## src/rtl/int_group_accumulator.sv

```systemverilog
// int_group_accumulator
//   Buffers signed 32-bit values from a blocking producer port in a small
//   FIFO, sums each run of GROUP consecutive values and offers every sum on
//   a registered blocking write port.
//
//   Optional build macro: INT_GROUP_ACC_SATURATE_EN
//     defined   -> every accumulate step clamps to 0x7FFFFFFF / 0x80000000
//     undefined -> sum wraps two's-complement
//
// Ports
//   clk            in   clock, all state on rising edge
//   rst            in   asynchronous active-low reset
//   b_in           in   signed input word
//   b_in_sync      in   producer has valid b_in
//   b_in_notify    out  FIFO has room (level < DEPTH)
//   sum_out        out  signed group sum, held until transferred
//   sum_out_sync   in   consumer ready
//   sum_out_notify out  sum_out valid
//   fifo_level     out  current FIFO occupancy
module int_group_accumulator #(
  parameter int DEPTH = 4,
  parameter int GROUP = 4
) (
  input  logic                       clk,
  input  logic                       rst,
  input  logic signed [31:0]         b_in,
  input  logic                       b_in_sync,
  output logic                       b_in_notify,
  output logic signed [31:0]         sum_out,
  input  logic                       sum_out_sync,
  output logic                       sum_out_notify,
  output logic [$clog2(DEPTH):0]     fifo_level
);

  localparam int AW = $clog2(DEPTH);
  localparam int LW = AW + 1;
  localparam logic [7:0] LAST_CNT = 8'(GROUP - 1);

  typedef enum logic {ACC, SEND} state_t;

  state_t                   r_state, w_state_nxt;
  logic signed [31:0]       r_mem [DEPTH];
  logic [AW-1:0]            r_wr_ptr, r_rd_ptr;
  logic [LW-1:0]            r_level;
  logic signed [31:0]       r_acc;
  logic [7:0]               r_cnt;
  logic signed [31:0]       r_sum;
  logic                     r_notify;

  logic                     w_push, w_pop, w_last, w_xfer;
  logic signed [31:0]       w_head, w_sum;
  logic signed [32:0]       w_sum33;

  assign b_in_notify    = (r_level < LW'(DEPTH));
  assign fifo_level     = r_level;
  assign sum_out        = r_sum;
  assign sum_out_notify = r_notify;

  always_comb begin
    w_push  = b_in_notify & b_in_sync;
    w_pop   = (r_state == ACC) && (r_level != '0);
    w_head  = r_mem[r_rd_ptr];
    w_last  = (r_cnt == LAST_CNT);
    w_xfer  = r_notify & sum_out_sync;
    // 33-bit add cannot itself overflow; bit 32 vs bit 31 flags 32-bit overflow
    w_sum33 = {r_acc[31], r_acc} + {w_head[31], w_head};
`ifdef INT_GROUP_ACC_SATURATE_EN
    if (w_sum33[32] != w_sum33[31])
      w_sum = w_sum33[32] ? 32'sh8000_0000 : 32'sh7FFF_FFFF;
    else
      w_sum = w_sum33[31:0];
`else
    w_sum = w_sum33[31:0];
`endif
  end

  always_comb begin
    w_state_nxt = r_state;
    case (r_state)
      ACC:  if (w_pop && w_last) w_state_nxt = SEND;
      SEND: if (w_xfer)          w_state_nxt = ACC;
      default:                   w_state_nxt = ACC;
    endcase
  end

  always_ff @(posedge clk or negedge rst) begin
    if (!rst) r_state <= ACC;
    else      r_state <= w_state_nxt;
  end

  // Storage needs no reset: reset empties the FIFO through the level/pointers.
  always_ff @(posedge clk) begin
    if (w_push) r_mem[r_wr_ptr] <= b_in;
  end

  always_ff @(posedge clk or negedge rst) begin
    if (!rst) begin
      r_wr_ptr <= '0;
      r_rd_ptr <= '0;
      r_level  <= '0;
      r_acc    <= '0;
      r_cnt    <= '0;
      r_sum    <= '0;
      r_notify <= 1'b0;
    end else begin
      if (w_push) r_wr_ptr <= r_wr_ptr + AW'(1);
      if (w_pop)  r_rd_ptr <= r_rd_ptr + AW'(1);

      case ({w_push, w_pop})
        2'b10:   r_level <= r_level + LW'(1);
        2'b01:   r_level <= r_level - LW'(1);
        default: r_level <= r_level;
      endcase

      if (w_pop) begin
        r_acc <= w_sum;
        r_cnt <= r_cnt + 8'd1;
        if (w_last) begin
          r_sum    <= w_sum;
          r_notify <= 1'b1;
        end
      end

      if ((r_state == SEND) && w_xfer) begin
        r_notify <= 1'b0;
        r_acc    <= '0;
        r_cnt    <= '0;
      end
    end
  end

endmodule

```

## config.mk

```make
export PLATFORM = sky130hd
export DESIGN_NAME = int_group_accumulator
export DESIGN_NICKNAME = d
export VERILOG_FILES = /design/src/rtl/int_group_accumulator.sv
export SDC_FILE = /design/constraint.sdc
export NUM_CORES = 1
export LEC_CHECK = 0
export ABC_AREA = 1
export CORE_MARGIN = 2
export CORE_UTILIZATION = 60
export DETAILED_ROUTE_END_ITERATION = 10
export MAX_ROUTING_LAYER = met4
export PLACE_DENSITY = 0.81
export SETUP_SLACK_MARGIN = 0.15
export SLEW_MARGIN = 20
export SYNTH_ARGS = -nofsm -noshare
export SYNTH_HDL_FRONTEND = slang
export SYNTH_SLANG_ARGS = --single-unit
```

## constraint.sdc

```tcl
create_clock -name clk -period 7.44 [get_ports clk]
set_input_delay 0.744 -clock clk [delete_from_list [all_inputs] [get_ports clk]]
set_output_delay 0.744 -clock clk [all_outputs]
set_load 0.05 [all_outputs]
```

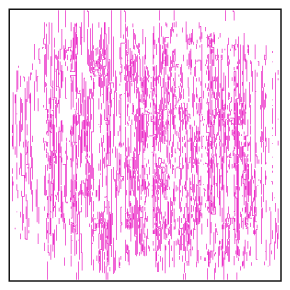
(images/layer_met2.png)
Drawn at 2 px/µm.
main direction: vertical
longest straight run: 54.8 µm

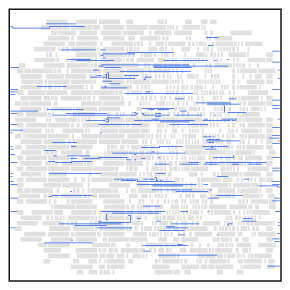
(images/layer_met3.png)
Drawn at 2 px/µm.
main direction: horizontal
nets with wire on the layer: 140
share of all routed wire: 7.0%
Routed WL: 24100 µm
met3 GRT Util: 3.33%

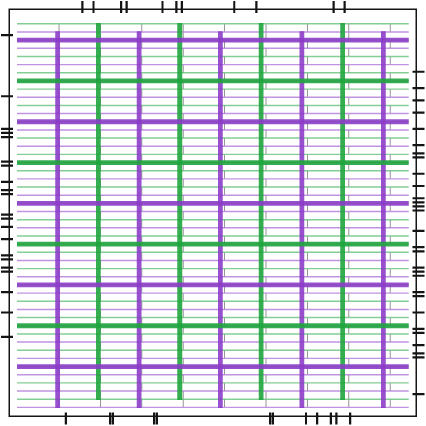
(images/power_grid.png)
Drawn at 3 px/µm. Pins as bars on the die edge. Tap cells in grey.
[VDD] green
[VSS] purple
tap cells: 220
met1 rails: 48
area of the core: 16700 µm²
die extent in x: 135 µm
Chip Height: 135 µm

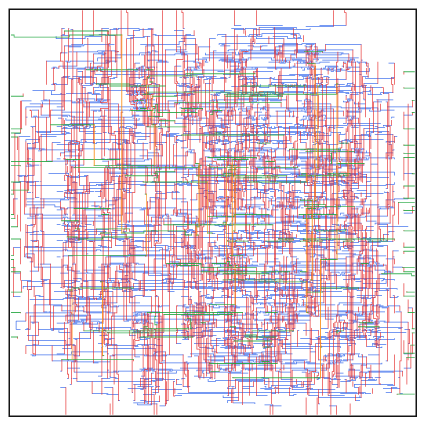
(images/wires.png)
Drawn at 3 px/µm.
[metal 4] orange | wire length: 565 µm
[metal 2] red | wire length: 11400 µm
[metal 1] blue | wire length: 10400 µm
[metal 3] green | wire length: 1690 µm

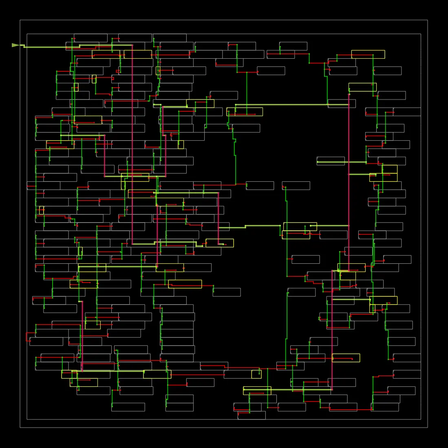
(images/clocks.png)
Setup Skew: 0.00754 ns

==> impl_metrics.py <==
# Physical implementation metrics
metrics = {
    "worst_setup_path": {
        "cp_num_cells": 16,
        "slowest_stage": "inv_1",
        "cp-end-kind": "flop",
        "crit_fanout": 66,
        "cp_num_buf_inv": 5,
        "crit_chain": "buf_4 -> inv_1 -> buf_4 -> o21ai_0 -> o22ai_1 -> ha_1 -> nand2_1 -> inv_1 -> nand2_2 -> inv_1 -> a21oi_1 -> nand2_2 -> nand2_1 -> nand3_1 -> nand3_1 -> nand2_1",
        "crit_required_ns": 7.84,
        "reg2reg_depth": 16,
        "worst-setup-path-type": "flop to flop",
        "crit_arrival_ns": 4.28,
        "slowest_delay_ns": 0.68,
        "cp-start-kind": "flop",
        "crit_family": "buffers and inverters",
    },
    "global_route": {
        "grt_max_degree": 82,
        "grt.overflow.total": 0,
        "grt_pass1_vias": 7835,
        "grt.total_usage_pct": 27.9,
        "grt_pass1_wl_um": 38500,
        "antenna_found_initial": 0,
    },
    "cts": {
        "root_buffer": "clkbuf_16",
        "htreeDepth": 1,
        "cts_buffer_depth": 3,
        "clk_pin_slew_worst_paths_ns": 0.06,
        "clk_latency_ns": 0.52,
        "post_cts_resize_count": 0,
        "cts_buffers": 22,
        "post_cts_buffers": 0,
        "cts.sinks": 209,
        "postCtsHoldBufs": 0,
        "cts_tree": "built",
    },
    "sta": {
        "setup_tns_ns": 0,
        "fin_crit_ns": 3.88,
        "setup_slack_ns": 3.56,
        "max-slew-margin-rel_pct": 24.5,
        "max_freq_mhz": 258,
        "tightest_slew_ns": 1.13,
        "finalHoldViolCount": 0,
        "setup_viol": 0,
        "post-route-period-util_pct": 52.2,
        "rsz0062_at_grt": "false",
        "holdWs_ns": 0.268,
        "final_max_slew_viol_count": 0,
    },
    "logic_synthesis": {
        "async_flop_share_pct": 38.8,
        "ys_sh_mux_pct": 0,
        "synthAdderAreaFrac_pct": 4.87,
        "yosysCellCount": 1144,
        "edf_count": 128,
        "syn_area_per_cell_um2": 9.02,
        "syn_area_um2": 10300,
        "synth_flops": 209,
        "aoi_share_pct": 8.21,
        "area_leaders": "edfxtp_1 37%, dfrtp_1 20%, nand2_1 12%",
        "yosysTopAreaCell": "edfxtp_1",
        "top_cell_area_share_pct": 37.2,
        "syn_nets": 1219,
        "yosysChipArea_um2": 10300,
        "yosys.area_share.xor_xnor_pct": 1.61,
        "ff_type": "edfxtp_1",
        "top_cells_by_count": "339 x nand2_1, 136 x inv_1, 128 x edfxtp_1, 109 x nor2_1, 84 x o21ai_0",
        "ys_seq_share_pct": 56.9,
        "logic_family": "simple AND/OR/NAND/NOR gates",
        "synth_cell_types": 33,
        "syn_inst": 1144,
        "synth.most_common_cell": "nand2_1",
        "ys_sh_simple_pct": 22.1,
        "synth_warnings": 0,
    },
    "run": {
        "openroad.warnings": 29,
        "cap_violations": 0,
    },
    "drt": {
        "drc": 0,
        "vias_per_cell": 5.51,
        "num_vias": 7989,
        "wire_per_inst_um": 16.6,
        "drtPass1Iterations": 5,
        "ant_nets": 0,
        "drtIter0Drc": 877,
    },
    "min_path": {
        "min_path_type": "input pin to asynchronous set/reset pin",
    },
    "placement": {
        "dpl.cell_count": 1412,
        "postPlaceCellArea_um2": 11300,
        "place.port_buffers": 72,
        "place_hpwl_um": 16200,
        "routabilityCongestion": 0.980,
        "pre_cts_slack_ns": 3.66,
    },
    "status": {
        "outcome": "completed",
    },
    "finish": {
        "drive_gt1_share_pct": 6.17,
        "utilization_pct": 71.8,
        "n_antenna_cell": 0,
        "final_area_um2": 12000,
        "syn_to_final_growth_pct": 16.2,
        "layoutNonFillerInstCount": 1451,
        "nets": 1291,
        "fillCellCount": 1247,
    },
    "floorplanning": {
        "pin_count": 73,
        "core_util_floorplan_pct": 61.8,
        "die-area_um2": 18300,
        "row_count": 47,
    },
}
-- cell families (layout without fill, tap and decap cells) --
family / Yosys count / count (layout)
DFF: 209 / 209
adders and majority gates: 39 / 39
buffers and inverters: 171 / 258
AOI/OAI and AO/OA: 157 / 157
xor gates and xnor gates: 19 / 19
and+or+nand+nor: 549 / 549
-- per-layer routing --
metal | share of wire, % | global-route usage, % | wire (µm)
met3 | 7.0 | 3.33 | 1690
met5 | 0 | - | 0
met1 | 43 | 37.8 | 10400
met4 | 2.3 | 8.22 | 565
met2 | 47 | 45.2 | 11400
-- placed cells by master, fill, tap and decap left out, types with 26 or more instances in the layout --
master           count
a21oi_1             26
clkdlybuf4s50_1     71
dfrtp_1             81
edfxtp_1           128
ha_1                37
inv_1              135
nand2_1            339
nand3_1             61
nor2_1             105
o21ai_0             84
o22ai_1             31
-- sequential cells by signal, summed over array words and instances (netlist names) --
register	cells
fifo_level	3
r_acc	32
r_cnt	8
r_mem	128
r_rd_ptr	2
r_state	1
r_wr_ptr	2
sum_out	32
sum_out_notify	1
-- layout make-up --
class / count / area (µm²) / share of cell area (%)
timing repair buffer: 80 / 782 / 6.52
sequential: 209 / 5870 / 48.9
inverter: 139 / 522 / 4.35
tap: 220 / 275 / 2.29
clock inverter: 7 / 116 / 0.970
clock buffer: 32 / 628 / 5.23
multi-input combinational: 764 / 3800 / 31.7
-- final timing paths --
| check | end | slack (ns) | from |
|---|---|---|---|
| setup / recovery | r_acc[30] | 3.56 | r_rd_ptr[0] |
| hold / removal | fifo_level[0] | 0.27 | rst |
| setup reg to reg | r_acc[30] | 3.56 | r_rd_ptr[0] |
| hold reg to reg | sum_out[26] | 0.48 | sum_out[26] |
| max in group asynchronous | r_acc[27] | 6.65 | rst |
| min in group clk | sum_out[26] | 0.48 | sum_out[26] |
